sizing.png
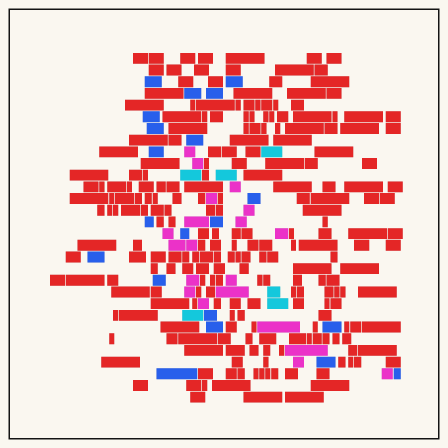
port_trees.png
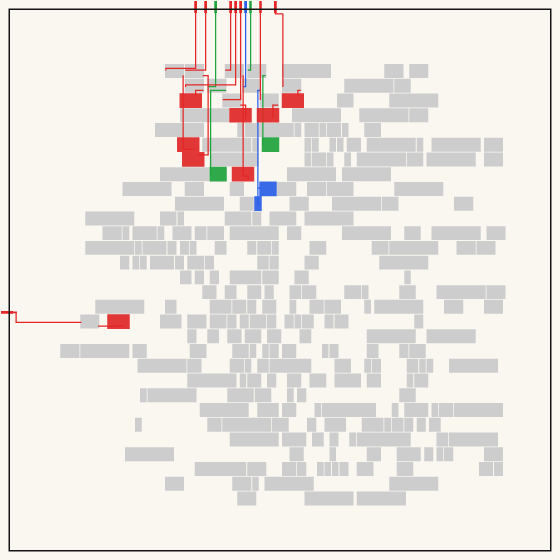
class_map.png
Bar = 20 um.
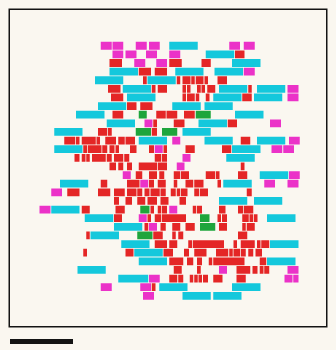
congestion_map.png
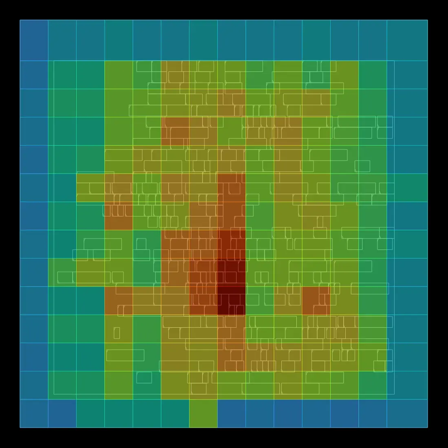
route_heat.png
Bar = 20 um. 20 x 20 tiles, from dark purple (low) to yellow (high), scaled to the fullest tile. Values are wire area over tile area, all layers added.
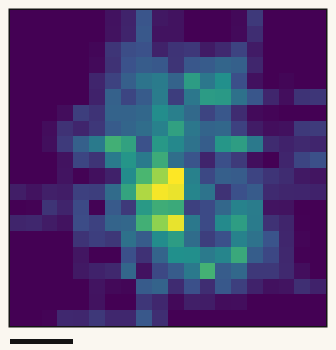
===== config.mk =====
export PLATFORM = sky130hd
export DESIGN_NAME = serial_bus_master_port
export DESIGN_NICKNAME = d
export VERILOG_FILES = /design/src/rtl/serial_bus_pkg.sv /design/src/rtl/serial_bus_shifter.sv /design/src/rtl/serial_bus_master_port.sv
export SDC_FILE = /design/constraint.sdc
export NUM_CORES = 1
export LEC_CHECK = 0
export ABC_CLOCK_PERIOD_IN_PS = 2600
export CORE_MARGIN = 8
export CORE_UTILIZATION = 37
export DETAILED_ROUTE_END_ITERATION = 16
export HOLD_SLACK_MARGIN = 0.02
export SYNTH_ARGS = -nofsm -noshare
export SYNTH_HDL_FRONTEND = slang
export SYNTH_SLANG_ARGS = --single-unit

===== constraint.sdc =====
create_clock -name clk -period 2.6 [get_ports clk]
set_clock_uncertainty 0.2 [all_clocks]
set_input_delay 0.39 -clock clk [delete_from_list [all_inputs] [get_ports clk]]
set_output_delay 0.39 -clock clk [all_outputs]
set_load 0.005 [all_outputs]

===== src/rtl/serial_bus_pkg.sv =====
// Shared types and helpers for the serial master/slave bus port.
package serial_bus_pkg;

  typedef enum logic [2:0] {
    IDLE,
    CTRL,
    WRITE,
    WAIT_RD,
    READ,
    DONE
  } state_e;

  localparam logic RW_WRITE  = 1'b1;
  localparam logic RW_READ   = 1'b0;
  localparam logic START_BIT = 1'b1;

  // Control frame: start bit, slave id, rw bit.
  function automatic int unsigned ctrl_len(input int unsigned id_width);
    return id_width + 2;
  endfunction

  function automatic int unsigned max_u(input int unsigned a, input int unsigned b);
    return (a > b) ? a : b;
  endfunction

endpackage


===== src/rtl/serial_bus_shifter.sv =====
// Loadable MSB-first shift register with a bits-remaining counter.
// next_data_c exposes the register's next value so callers can register serial outputs in step.
module serial_bus_shifter #(
  parameter int unsigned WIDTH = 9,
  parameter int unsigned CNT_W = 4
) (
  input  logic             clk,
  input  logic             rst_n,
  input  logic             load,
  input  logic [WIDTH-1:0] load_data,
  input  logic [CNT_W-1:0] load_cnt,
  input  logic             shift_en,
  input  logic             shift_in,
  output logic [WIDTH-1:0] next_data_c,
  output logic [CNT_W-1:0] cnt_q
);

  logic [WIDTH-1:0] data_q;
  logic [WIDTH-1:0] data_d;
  logic [CNT_W-1:0] cnt_d;

  always_comb begin
    data_d = data_q;
    cnt_d  = cnt_q;
    if (load) begin
      data_d = load_data;
      cnt_d  = load_cnt;
    end else if (shift_en) begin
      data_d = {data_q[WIDTH-2:0], shift_in};
      if (cnt_q != '0) begin
        cnt_d = cnt_q - CNT_W'(1);
      end
    end
  end

  assign next_data_c = data_d;

  always_ff @(posedge clk or negedge rst_n) begin
    if (!rst_n) begin
      data_q <= '0;
      cnt_q  <= '0;
    end else begin
      data_q <= data_d;
      cnt_q  <= cnt_d;
    end
  end

endmodule


===== src/rtl/serial_bus_master_port.sv =====
// Master-side serial bus port: parallel command -> control/wD/valid frames; collects rD on reads.
// Build option SERIAL_BUS_PARITY_EN appends an even-parity bit to write and read data words.
module serial_bus_master_port
  import serial_bus_pkg::*;
#(
  parameter int unsigned SLAVES     = 4,
  parameter int unsigned ID_WIDTH   = $clog2(SLAVES),
  parameter int unsigned DATA_WIDTH = 8,
  parameter int unsigned TIMEOUT    = 1024
) (
  input  logic                  clk,
  input  logic                  rstN,
  input  logic                  cmd_valid,
  output logic                  cmd_ready,
  input  logic [ID_WIDTH-1:0]   cmd_id,
  input  logic                  cmd_rw,
  input  logic [DATA_WIDTH-1:0] cmd_wdata,
  output logic                  rsp_valid,
  output logic [DATA_WIDTH-1:0] rsp_rdata,
  output logic                  rsp_err,
  output logic                  control,
  output logic                  wD,
  output logic                  valid,
  input  logic                  rD,
  input  logic                  ready
);

`ifdef SERIAL_BUS_PARITY_EN
  localparam int unsigned PAR_BITS = 1;
`else
  localparam int unsigned PAR_BITS = 0;
`endif
  localparam int unsigned CTRL_LEN = ctrl_len(ID_WIDTH);
  localparam int unsigned WORD_LEN = DATA_WIDTH + PAR_BITS;
  localparam int unsigned SH_W     = max_u(CTRL_LEN, DATA_WIDTH + 1);
  localparam int unsigned CNT_W    = $clog2(SH_W + 1);
  localparam int unsigned TCNT_W   = $clog2(TIMEOUT + 1);

  state_e                state_q, state_d;
  logic [TCNT_W-1:0]     tcnt_q, tcnt_d;
  logic                  rw_q, rw_d;
  logic [DATA_WIDTH-1:0] wdata_q, wdata_d;
  logic                  control_q, control_d;
  logic                  wd_q, wd_d;
  logic                  valid_q, valid_d;
  logic                  cmd_ready_q, cmd_ready_d;
  logic                  rsp_valid_q, rsp_valid_d;
  logic [DATA_WIDTH-1:0] rsp_rdata_q, rsp_rdata_d;
  logic                  rsp_err_q, rsp_err_d;

  logic                  sh_load;
  logic [SH_W-1:0]       sh_load_data;
  logic [CNT_W-1:0]      sh_load_cnt;
  logic                  sh_shift;
  logic                  sh_shift_in;
  logic [SH_W-1:0]       sh_next;
  logic [CNT_W-1:0]      sh_cnt;

  logic [SH_W-1:0]       ctrl_word;
  logic [SH_W-1:0]       wr_word;
  logic [DATA_WIDTH-1:0] rd_word;
  logic                  rd_err;

  // One shifter is time-shared by the control frame, write word and read capture.
  serial_bus_shifter #(
    .WIDTH (SH_W),
    .CNT_W (CNT_W)
  ) u_shifter (
    .clk         (clk),
    .rst_n       (rstN),
    .load        (sh_load),
    .load_data   (sh_load_data),
    .load_cnt    (sh_load_cnt),
    .shift_en    (sh_shift),
    .shift_in    (sh_shift_in),
    .next_data_c (sh_next),
    .cnt_q       (sh_cnt)
  );

  // Left-aligned words so the first bit to send sits at the shifter MSB.
  always_comb begin
    ctrl_word = SH_W'({START_BIT, cmd_id, cmd_rw}) << (SH_W - CTRL_LEN);
`ifdef SERIAL_BUS_PARITY_EN
    wr_word   = SH_W'({wdata_q, ^wdata_q}) << (SH_W - WORD_LEN);
    rd_word   = sh_next[DATA_WIDTH:1];
    rd_err    = (^rd_word) != sh_next[0];
`else
    wr_word   = SH_W'(wdata_q) << (SH_W - WORD_LEN);
    rd_word   = sh_next[DATA_WIDTH-1:0];
    rd_err    = 1'b0;
`endif
  end

  always_comb begin
    state_d      = state_q;
    tcnt_d       = tcnt_q;
    rw_d         = rw_q;
    wdata_d      = wdata_q;
    rsp_valid_d  = 1'b0;
    rsp_rdata_d  = rsp_rdata_q;
    rsp_err_d    = rsp_err_q;
    sh_load      = 1'b0;
    sh_load_data = '0;
    sh_load_cnt  = '0;
    sh_shift     = 1'b0;
    sh_shift_in  = 1'b0;

    unique case (state_q)
      IDLE: begin
        if (cmd_valid && cmd_ready_q) begin
          rw_d         = cmd_rw;
          wdata_d      = cmd_wdata;
          sh_load      = 1'b1;
          sh_load_data = ctrl_word;
          sh_load_cnt  = CNT_W'(CTRL_LEN);
          state_d      = CTRL;
        end
      end
      CTRL: begin
        if (sh_cnt > CNT_W'(1)) begin
          sh_shift = 1'b1;
        end else begin
          unique case (rw_q)
            RW_WRITE: begin
              sh_load      = 1'b1;
              sh_load_data = wr_word;
              sh_load_cnt  = CNT_W'(WORD_LEN);
              state_d      = WRITE;
            end
            RW_READ: begin
              sh_load      = 1'b1;
              sh_load_data = '0;
              sh_load_cnt  = CNT_W'(WORD_LEN);
              tcnt_d       = '0;
              state_d      = WAIT_RD;
            end
          endcase
        end
      end
      WRITE: begin
        if (sh_cnt > CNT_W'(1)) begin
          sh_shift = 1'b1;
        end else begin
          rsp_valid_d = 1'b1;
          rsp_rdata_d = '0;
          rsp_err_d   = 1'b0;
          state_d     = DONE;
        end
      end
      WAIT_RD: begin
        // A low ready wins even on the final timeout cycle.
        if (!ready) begin
          state_d = READ;
        end else if (tcnt_q >= TCNT_W'(TIMEOUT - 1)) begin
          rsp_valid_d = 1'b1;
          rsp_rdata_d = '0;
          rsp_err_d   = 1'b1;
          state_d     = DONE;
        end else begin
          tcnt_d = tcnt_q + TCNT_W'(1);
        end
      end
      READ: begin
        sh_shift    = 1'b1;
        sh_shift_in = rD;
        if (sh_cnt <= CNT_W'(1)) begin
          rsp_valid_d = 1'b1;
          rsp_rdata_d = rd_word;
          rsp_err_d   = rd_err;
          state_d     = DONE;
        end
      end
      DONE: begin
        state_d = IDLE;
      end
      default: begin
        state_d = IDLE;
      end
    endcase

    // Serial outputs follow the state being entered so they line up with it.
    control_d   = (state_d == CTRL)  ? sh_next[SH_W-1] : 1'b0;
    wd_d        = (state_d == WRITE) ? sh_next[SH_W-1] : 1'b0;
    valid_d     = (state_d == WRITE);
    cmd_ready_d = (state_d == IDLE);
  end

  always_ff @(posedge clk or negedge rstN) begin
    if (!rstN) begin
      state_q     <= IDLE;
      tcnt_q      <= '0;
      rw_q        <= 1'b0;
      wdata_q     <= '0;
      control_q   <= 1'b0;
      wd_q        <= 1'b0;
      valid_q     <= 1'b0;
      cmd_ready_q <= 1'b1;
      rsp_valid_q <= 1'b0;
      rsp_rdata_q <= '0;
      rsp_err_q   <= 1'b0;
    end else begin
      state_q     <= state_d;
      tcnt_q      <= tcnt_d;
      rw_q        <= rw_d;
      wdata_q     <= wdata_d;
      control_q   <= control_d;
      wd_q        <= wd_d;
      valid_q     <= valid_d;
      cmd_ready_q <= cmd_ready_d;
      rsp_valid_q <= rsp_valid_d;
      rsp_rdata_q <= rsp_rdata_d;
      rsp_err_q   <= rsp_err_d;
    end
  end

  assign control   = control_q;
  assign wD        = wd_q;
  assign valid     = valid_q;
  assign cmd_ready = cmd_ready_q;
  assign rsp_valid = rsp_valid_q;
  assign rsp_rdata = rsp_rdata_q;
  assign rsp_err   = rsp_err_q;

endmodule

==> changes_impl.md <==
## Implementation

- Maximum clock insertion buffer count: 2
- Starting DRT DRC Count: 148
- N_taps: 96
- Simple-gate share of the synthesized area: 17.6%
- RSZ-0062 raised after global routing: false
- Sw frac: 39.6%
- Post-synth seq share: 48.4%
- MaxCap Viol Count: 0
- Complex Gates by Area: between 20% and 30%
- Final core utilization: 45.7%
- Final RePlAce weighted congestion: 0.823
- Placed cell areas: 3000 um^2
- Routing usage on met1: roughly 16%
- Grt peak-use layer: met2
- CP peak stage delay: 0.46 ns
- Non-clk buf share: between 10 and 15%
- Via density: ~5.3
- Cell area leaders: dfrtp_1 (47%), nand2_1 (4.6%), mux2_2 (3.9%), a22o_1 (3.7%), o211ai_1 (2.6%)
- R2r endpoint: wD
- Clock buffer count in the final layout: 5
- Synth cell count leaders: dfrtp_1 (49), nand2_1 (32), o21ai_0 (13)
- Met2 Use GR: between 10% and 20%
- Final setup viols: 0
- H-tree depth: 2
- Input/output buffers: 29
- Main flop type: dfrtp_1
- Int Pwr: 0.00193 W
- Final Hold Vio Count: 0
- Top-area cell share: 47.3%
- Placed Cells: 367
- Max-slew violations: 0
- Register bank with the most flops: tcnt_q
- Hold EP: rsp_err
- Core Util at FP: around two fifths
- Max VDD drop: around 0.00038 V
- Largest cell class: sequential cells
- Clock buf/inv share: 3.02%
- Cell depth of the worst setup path: 7
- Syn Area/Cell: ~11 um^2
- Fmax: between 0.4 and 0.5 GHz
- DRC: 0
- Most numerous logic cells after layout: dfrtp_1 (49), nand2_1 (32), clkdlybuf4s50_1 (28), o21ai_0 (13), buf_4 (12)
- Xor+xnor area frac: 0%
- Fraction of area in registers: 40.3%
- Status: finished, final reports clean
- Slowest CP cell: a2111o_1
- Crit-path most repeated cell: nor2_2
- Crit path capture: wD
- # IOs: 30
- Power Clock: 0.000475 W
- Crit-path cells: inv_1 > ha_1 > nor2_2 > nor2_2 > and3_1 > a2111o_1 > nor3b_1
- Final Non-Filler Cells: 376
- Antenna viol nets, final: 0
- Worst Reg2Reg Path Length in Cells: 7
- Synth warn: 0
- Log Warnings: 28
- Met2 WL: 2.44 mm
- Nets at Floorplan: between 200 and 300
- # Cells Yosys: ~240
- Cycle use final: between 90 and 100%
- Worst flop-to-flop path startpoint: u_shifter.cnt_q[0]
- FA/HA/MAJ Cells, Area Fraction: under 10%
- Slew @ Worst Pin: roughly 0.64 ns
- Metal3 WL: around 250 um
- PD cells: just over 1000 nW/um^2
- Setup TNS: 0 ns
- Most common cell in the netlist: dfrtp_1
- WP data arrival: ~2.4 ns
- Fillers: 641
- Total gr overflow: 0
- Logic family by area: AND-OR/OR-AND gates
- M1 WL: approximately 2.8 mm
- CTS buffer count: 5
- Synthesis area per yosys: approximately 2600 um^2
- Tot Pwr: around 0.0032 W
- CTS Hold Bufs: 1
- TritonRoute pass-1 iters: 4
- Late-Pin Clk Latency: just over 0.3 ns
Notes on sizing.png above:
| color | size | cells |
|---|---|---|
| magenta | x3 and x4 | 20 |
| blue | x2 | 20 |
| red | x1 and smaller | 234 |
| cyan | x6 and larger | 6 |
final worst slack: 0.198 ns
Signal buffers: 42
Design Area, Final: 3110 um^2

Notes on port_trees.png above:
| color | port | direction | edge | end cells | buffers | wire |
|---|---|---|---|---|---|---|
| blue | cmd_rw | input | north | 2 | 1 | 36.8 um |
| red | cmd_wdata | input | 7 north, 1 west | 8 | 8 | 199 um |
| green | cmd_id | input | north | 2 | 2 | 58.4 um |

Notes on class_map.png above:
| color | class | cells | share of their area |
|---|---|---|---|
| magenta | remaining buffers and delay cells | 42 | 13% |
| green | clock drivers and dummy loads | 8 | 3.1% |
| red | remaining logic cells | 180 | 42% |
| cyan | registers | 50 | 42% |

Notes on congestion_map.png above:
met3 Resource Use GR: 2.37%
Total GRT Usage: 11.5%

Notes on route_heat.png above:
fullest tile: 0.51
mean over tiles: 0.087
emptiest ninth of the die: north-west
final wirelength: 5.54 mm
drt wl/cell: 14.7 um

Power and IR drop assume default switching activity.
